--- src/rtl/rv32i_types.sv ---
// Shared load/store encodings: RISC-V funct3 size codes, the access-size enum
// and the handshake FSM states used by the memory access unit.
package rv32i_types;

  localparam logic [2:0] F3_B  = 3'b000;
  localparam logic [2:0] F3_H  = 3'b001;
  localparam logic [2:0] F3_W  = 3'b010;
  localparam logic [2:0] F3_D  = 3'b011;
  localparam logic [2:0] F3_BU = 3'b100;
  localparam logic [2:0] F3_HU = 3'b101;
  localparam logic [2:0] F3_WU = 3'b110;

  typedef enum logic [2:0] {
    MEM_B  = F3_B,
    MEM_H  = F3_H,
    MEM_W  = F3_W,
    MEM_D  = F3_D,
    MEM_BU = F3_BU,
    MEM_HU = F3_HU,
    MEM_WU = F3_WU
  } mem_size_t;

  typedef enum logic {
    IDLE = 1'b0,
    BUSY = 1'b1
  } mau_state_t;

endpackage

--- src/rtl/mem_align.sv ---
// Combinational lane logic: store-side byte mask, data shift and legality check,
// plus load-side extraction and sign/zero extension from the cache word.
module mem_align
  import rv32i_types::*;
#(
  parameter  int DATA_WIDTH = 32,
  localparam int NB         = DATA_WIDTH / 8,
  localparam int OFF_W      = $clog2(NB)
) (
  input  logic                  is_load_i,
  input  logic                  is_store_i,
  input  logic [2:0]            req_funct3_i,
  input  logic [OFF_W-1:0]      req_off_i,
  input  logic [DATA_WIDTH-1:0] req_wdata_i,
  output logic [NB-1:0]         st_mbe_o,
  output logic [DATA_WIDTH-1:0] st_wdata_o,
  output logic                  req_fault_o,
  input  logic [2:0]            ld_funct3_i,
  input  logic [OFF_W-1:0]      ld_off_i,
  input  logic [DATA_WIDTH-1:0] ld_rdata_i,
  output logic [DATA_WIDTH-1:0] ld_data_o
);

  mem_size_t             req_size;
  mem_size_t             ld_size;
  logic [NB-1:0]         size_mask;
  logic                  illegal;
  logic                  misaligned;
  logic [DATA_WIDTH-1:0] ld_shift;

  assign req_size = mem_size_t'(req_funct3_i);
  assign ld_size  = mem_size_t'(ld_funct3_i);

  // D and WU exist only on the 64-bit datapath; stores have no unsigned forms.
  always_comb begin
    size_mask  = '0;
    illegal    = 1'b0;
    misaligned = 1'b0;
    case (req_size)
      MEM_B, MEM_BU: size_mask = NB'(1);
      MEM_H, MEM_HU: begin
        size_mask  = NB'(3);
        misaligned = req_off_i[0];
      end
      MEM_W: begin
        size_mask  = NB'(15);
        misaligned = |req_off_i[1:0];
      end
      MEM_WU: begin
        size_mask  = NB'(15);
        misaligned = |req_off_i[1:0];
        illegal    = (DATA_WIDTH != 64);
      end
      MEM_D: begin
        size_mask  = '1;
        misaligned = |req_off_i;
        illegal    = (DATA_WIDTH != 64);
      end
      default: illegal = 1'b1;
    endcase
    if (is_store_i && req_funct3_i[2]) illegal = 1'b1;
  end

  assign req_fault_o = (is_load_i && is_store_i) || illegal || misaligned;
  assign st_mbe_o    = size_mask << req_off_i;
  assign st_wdata_o  = req_wdata_i << {req_off_i, 3'b000};

  assign ld_shift = ld_rdata_i >> {ld_off_i, 3'b000};

  always_comb begin
    ld_data_o = ld_shift;
    case (ld_size)
      MEM_B:   ld_data_o = DATA_WIDTH'($signed(ld_shift[7:0]));
      MEM_BU:  ld_data_o = DATA_WIDTH'(ld_shift[7:0]);
      MEM_H:   ld_data_o = DATA_WIDTH'($signed(ld_shift[15:0]));
      MEM_HU:  ld_data_o = DATA_WIDTH'(ld_shift[15:0]);
      MEM_W:   ld_data_o = DATA_WIDTH'($signed(ld_shift[31:0]));
      MEM_WU:  ld_data_o = DATA_WIDTH'(ld_shift[31:0]);
      default: ld_data_o = ld_shift;
    endcase
  end

endmodule

--- src/rtl/mem_access_unit.sv ---
// Registered load/store unit: accepts one EX/MEM operation at a time, holds the
// cache request until data_resp and returns a one-cycle write-back strobe.
module mem_access_unit
  import rv32i_types::*;
#(
  parameter  int DATA_WIDTH = 32,
  parameter  int ADDR_WIDTH = 32,
  parameter  int TAG_WIDTH  = 8,
  localparam int NB         = DATA_WIDTH / 8,
  localparam int OFF_W      = $clog2(NB)
) (
  input  logic                  clk,
  input  logic                  rst,
  input  logic                  ex_valid_i,
  output logic                  ex_ready_o,
  input  logic                  ex_load_i,
  input  logic                  ex_store_i,
  input  logic [2:0]            ex_funct3_i,
  input  logic [ADDR_WIDTH-1:0] ex_addr_i,
  input  logic [DATA_WIDTH-1:0] ex_wdata_i,
  input  logic [TAG_WIDTH-1:0]  ex_tag_i,
  output logic [ADDR_WIDTH-1:0] data_addr_o,
  output logic [DATA_WIDTH-1:0] data_wdata_o,
  output logic [NB-1:0]         data_mbe_o,
  output logic                  data_read_o,
  output logic                  data_write_o,
  input  logic [DATA_WIDTH-1:0] data_rdata_i,
  input  logic                  data_resp_i,
  output logic                  wb_valid_o,
  output logic [DATA_WIDTH-1:0] wb_data_o,
  output logic [TAG_WIDTH-1:0]  wb_tag_o,
  output logic                  wb_fault_o
);

  mau_state_t            state_q;
  logic [ADDR_WIDTH-1:0] addr_q;
  logic [DATA_WIDTH-1:0] wdata_q;
  logic [NB-1:0]         mbe_q;
  logic                  read_q;
  logic                  write_q;
  logic [2:0]            funct3_q;
  logic [OFF_W-1:0]      off_q;
  logic [TAG_WIDTH-1:0]  tag_q;
  logic                  wb_valid_q;
  logic [DATA_WIDTH-1:0] wb_data_q;
  logic [TAG_WIDTH-1:0]  wb_tag_q;
  logic                  wb_fault_q;

  logic                  accept;
  logic                  is_mem;
  logic [NB-1:0]         st_mbe;
  logic [DATA_WIDTH-1:0] st_wdata;
  logic                  req_fault;
  logic [DATA_WIDTH-1:0] ld_data;

  assign ex_ready_o = (state_q == IDLE) && !rst;
  assign accept     = ex_valid_i && ex_ready_o;
  assign is_mem     = ex_load_i || ex_store_i;

  mem_align #(.DATA_WIDTH(DATA_WIDTH)) u_align (
    .is_load_i    (ex_load_i),
    .is_store_i   (ex_store_i),
    .req_funct3_i (ex_funct3_i),
    .req_off_i    (ex_addr_i[OFF_W-1:0]),
    .req_wdata_i  (ex_wdata_i),
    .st_mbe_o     (st_mbe),
    .st_wdata_o   (st_wdata),
    .req_fault_o  (req_fault),
    .ld_funct3_i  (funct3_q),
    .ld_off_i     (off_q),
    .ld_rdata_i   (data_rdata_i),
    .ld_data_o    (ld_data)
  );

  // Request registers feed the cache port directly, so reset drops them at once.
  always_ff @(posedge clk or posedge rst) begin
    if (rst) begin
      state_q    <= IDLE;
      addr_q     <= '0;
      wdata_q    <= '0;
      mbe_q      <= '0;
      read_q     <= 1'b0;
      write_q    <= 1'b0;
      funct3_q   <= '0;
      off_q      <= '0;
      tag_q      <= '0;
      wb_valid_q <= 1'b0;
      wb_data_q  <= '0;
      wb_tag_q   <= '0;
      wb_fault_q <= 1'b0;
    end else begin
      wb_valid_q <= 1'b0;
      case (state_q)
        IDLE: begin
          if (accept) begin
            if (!is_mem) begin
              wb_valid_q <= 1'b1;
              wb_data_q  <= DATA_WIDTH'(ex_addr_i);
              wb_fault_q <= 1'b0;
              wb_tag_q   <= ex_tag_i;
            end else if (req_fault) begin
              wb_valid_q <= 1'b1;
              wb_data_q  <= '0;
              wb_fault_q <= 1'b1;
              wb_tag_q   <= ex_tag_i;
            end else begin
              addr_q   <= {ex_addr_i[ADDR_WIDTH-1:OFF_W], {OFF_W{1'b0}}};
              wdata_q  <= st_wdata;
              mbe_q    <= st_mbe;
              read_q   <= ex_load_i;
              write_q  <= ex_store_i;
              funct3_q <= ex_funct3_i;
              off_q    <= ex_addr_i[OFF_W-1:0];
              tag_q    <= ex_tag_i;
              state_q  <= BUSY;
            end
          end
        end
        BUSY: begin
          if (data_resp_i) begin
            read_q     <= 1'b0;
            write_q    <= 1'b0;
            wb_valid_q <= 1'b1;
            wb_data_q  <= read_q ? ld_data : '0;
            wb_fault_q <= 1'b0;
            wb_tag_q   <= tag_q;
            state_q    <= IDLE;
          end
        end
      endcase
    end
  end

  assign data_addr_o  = addr_q;
  assign data_wdata_o = wdata_q;
  assign data_mbe_o   = mbe_q;
  assign data_read_o  = read_q;
  assign data_write_o = write_q;
  assign wb_valid_o   = wb_valid_q;
  assign wb_data_o    = wb_data_q;
  assign wb_tag_o     = wb_tag_q;
  assign wb_fault_o   = wb_fault_q;

endmodule

--- config.mk ---
export PLATFORM = sky130hd
export DESIGN_NAME = mem_access_unit
export DESIGN_NICKNAME = d
export VERILOG_FILES = /design/src/rtl/rv32i_types.sv /design/src/rtl/mem_align.sv /design/src/rtl/mem_access_unit.sv
export SDC_FILE = /design/constraint.sdc
export NUM_CORES = 1
export LEC_CHECK = 0
export ABC_AREA = 1
export CAP_MARGIN = 5
export CORE_ASPECT_RATIO = 0.6
export CORE_MARGIN = 1
export CORE_UTILIZATION = 46
export DETAILED_ROUTE_END_ITERATION = 10
export GPL_ROUTABILITY_DRIVEN = 0
export PLACE_DENSITY = 0.88
export SLEW_MARGIN = 20
export SYNTH_ARGS = -nofsm -noshare
export SYNTH_HDL_FRONTEND = slang
export SYNTH_SLANG_ARGS = --single-unit
export TNS_END_PERCENT = 5
--- constraint.sdc ---
create_clock -name clk -period 6.85 [get_ports clk]
set_input_delay 2.055 -clock clk [delete_from_list [all_inputs] [get_ports clk]]
set_output_delay 2.055 -clock clk [all_outputs]
set_load 0.01 [all_outputs]
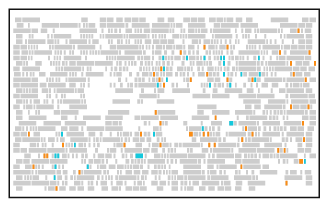
*Gate families picked out*
Drawn at 2 px/µm.
[NOR gates] cyan | cells: 28
[inverters] orange | cells: 48
Comb/total area: 30.73%
most instantiated logic cell after routing: nand2_1
non-filler instance count after layout: 1,280

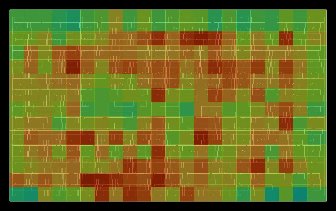
*Routing congestion map*
GRT Resource Usage Total: 30.00%
met2 demand-to-capacity share in global routing: 42.58%
GRT met3 Usage: 8.248%
global route hottest layer: met1
average detailed-routed wire length per instance: 16.38 µm

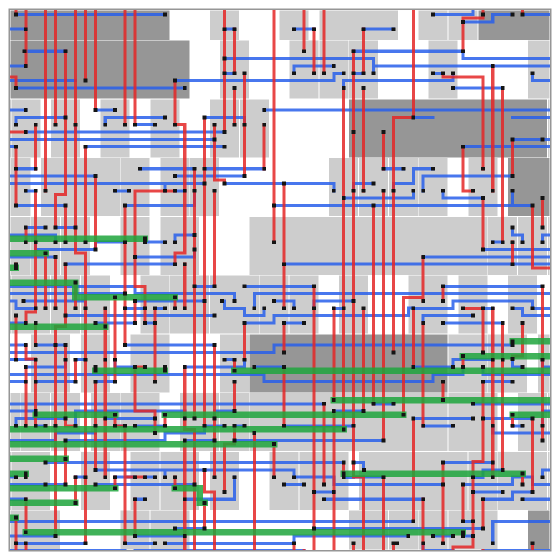
*A small window of the routed layout*
Window x 103 to 128, y 58 to 83 µm. Cells in gray, sequential cells in the stronger gray; small squares are vias.
[met3] green
[met2] red
[met1] blue
sequential cells in the window: 4
cells with their middle in the window: 83
netlist names of flops here include: `wb_data_o` (4)
most frequent: nand2_1 (43), o21ai_0 (11), nor2_1 (8)

==> README.md <==
| Item | This run | Unit |
|:---|:---|:---|
| Status | finished, final reports clean | - |
| Vias per std cell | 5.251 | - |
| Worst max-slew margin expressed relative to the limit | 27.86 | % |
| Wire length of the first global-routing pass | 33.02 | mm |
| Clock tree buffer depth | 2 | - |
| Library cell occupying the most area in the post-synthesis netlist | dfrtp_1 | - |
| Post-Route Setup TNS | 0 | ns |
| Row Count | 32 | - |
| Hold path cells | 2 | - |
| Source-to-sink clock delay at the later pin of the worst-skew pair | 0.41 | ns |
| Peak supply drop | 184.4 | µV |
| Post-detailed-route count of antenna-violating nets | 0 | - |
| Cell area after synthesis | 6396 | µm² |
| Placed cell count | 1,248 | - |
| Number of filler instances in the final layout | 1,042 | - |
| Hold/Removal Path Class | reg -> reg | - |
| Minimum setup slack among reg-to-reg paths | 4.18 | ns |
| Switching Power | 891.5 | µW |
| Reg clk slew, reported paths | 0.05 | ns |
| Share of the yosys chip area belonging to registers | 48.51 | % |
| Post-CTS repair timing setup buffer count | 0 | - |
| Clk root buf | clkbuf_16 | - |
-- flip-flops by register name, summed over array words and instances, names as in the netlist --
| signal | count |
|---|---|
| data_wdata_o | 32 |
| wb_data_o | 32 |
| data_addr_o | 30 |
| tag_q | 8 |
| wb_tag_o | 8 |
| data_mbe_o | 4 |
| funct3_q | 3 |
| off_q | 2 |
| data_read_o | 1 |
| data_write_o | 1 |
| state_q | 1 |
| wb_fault_o | 1 |
| wb_valid_o | 1 |
-- cell families after synthesis --
| logic type | Yosys count | share of synthesized area (%) |
|---|---|---|
| AND-OR/OR-AND | 140 | 11.68 |
| buffers and inverters | 103 | 7.238 |
| flip-flops | 124 | 48.51 |
| multiplexers | 1 | 0.1565 |
| other | 1 | 0.05863 |
| AND/OR/NAND/NOR | 534 | 32.36 |
-- final cells by class --
type	count	area, µm²	share of cell area, %
Clock buffer	21	470.5	5.061
Clock inverter	10	163.9	1.763
Inverter	48	185.2	1.992
Multi-Input combinational cell	677	2856	30.73
Sequential cell	124	3103	33.38
Tap cell	170	212.7	2.288
Timing Repair Buffer	230	2305	24.79
-- routing by layer --
layer	up-vias	global-route usage, %	wire length, µm
met5	-	0	0
met4	0	6.333	155
met3	18	8.248	2129
met2	349	42.58	8647
met1	3117	45.14	10040
li1	3237	-	-
-- power by group through the flow --
stage | combinational, mW | sequential, mW | clock (mW)
2_1_floorplan | 0.367 | 1.05 | 0
3_3_place_gp | 0.829 | 1.02 | 0
3_5_place_dp | 0.847 | 1.02 | 0
4_1_cts | 0.852 | 1.01 | 0.980
5_1_grt | 0.945 | 1.04 | 1.02
6_report | 0.859 | 1.02 | 0.973
-- worst max-delay path, stage by stage --
cell,delay (ns)
clkdlybuf4s50_1,0.46
nor2_1,0.15
clkdlybuf4s50_1,0.56
Power and IR drop assume default switching activity.
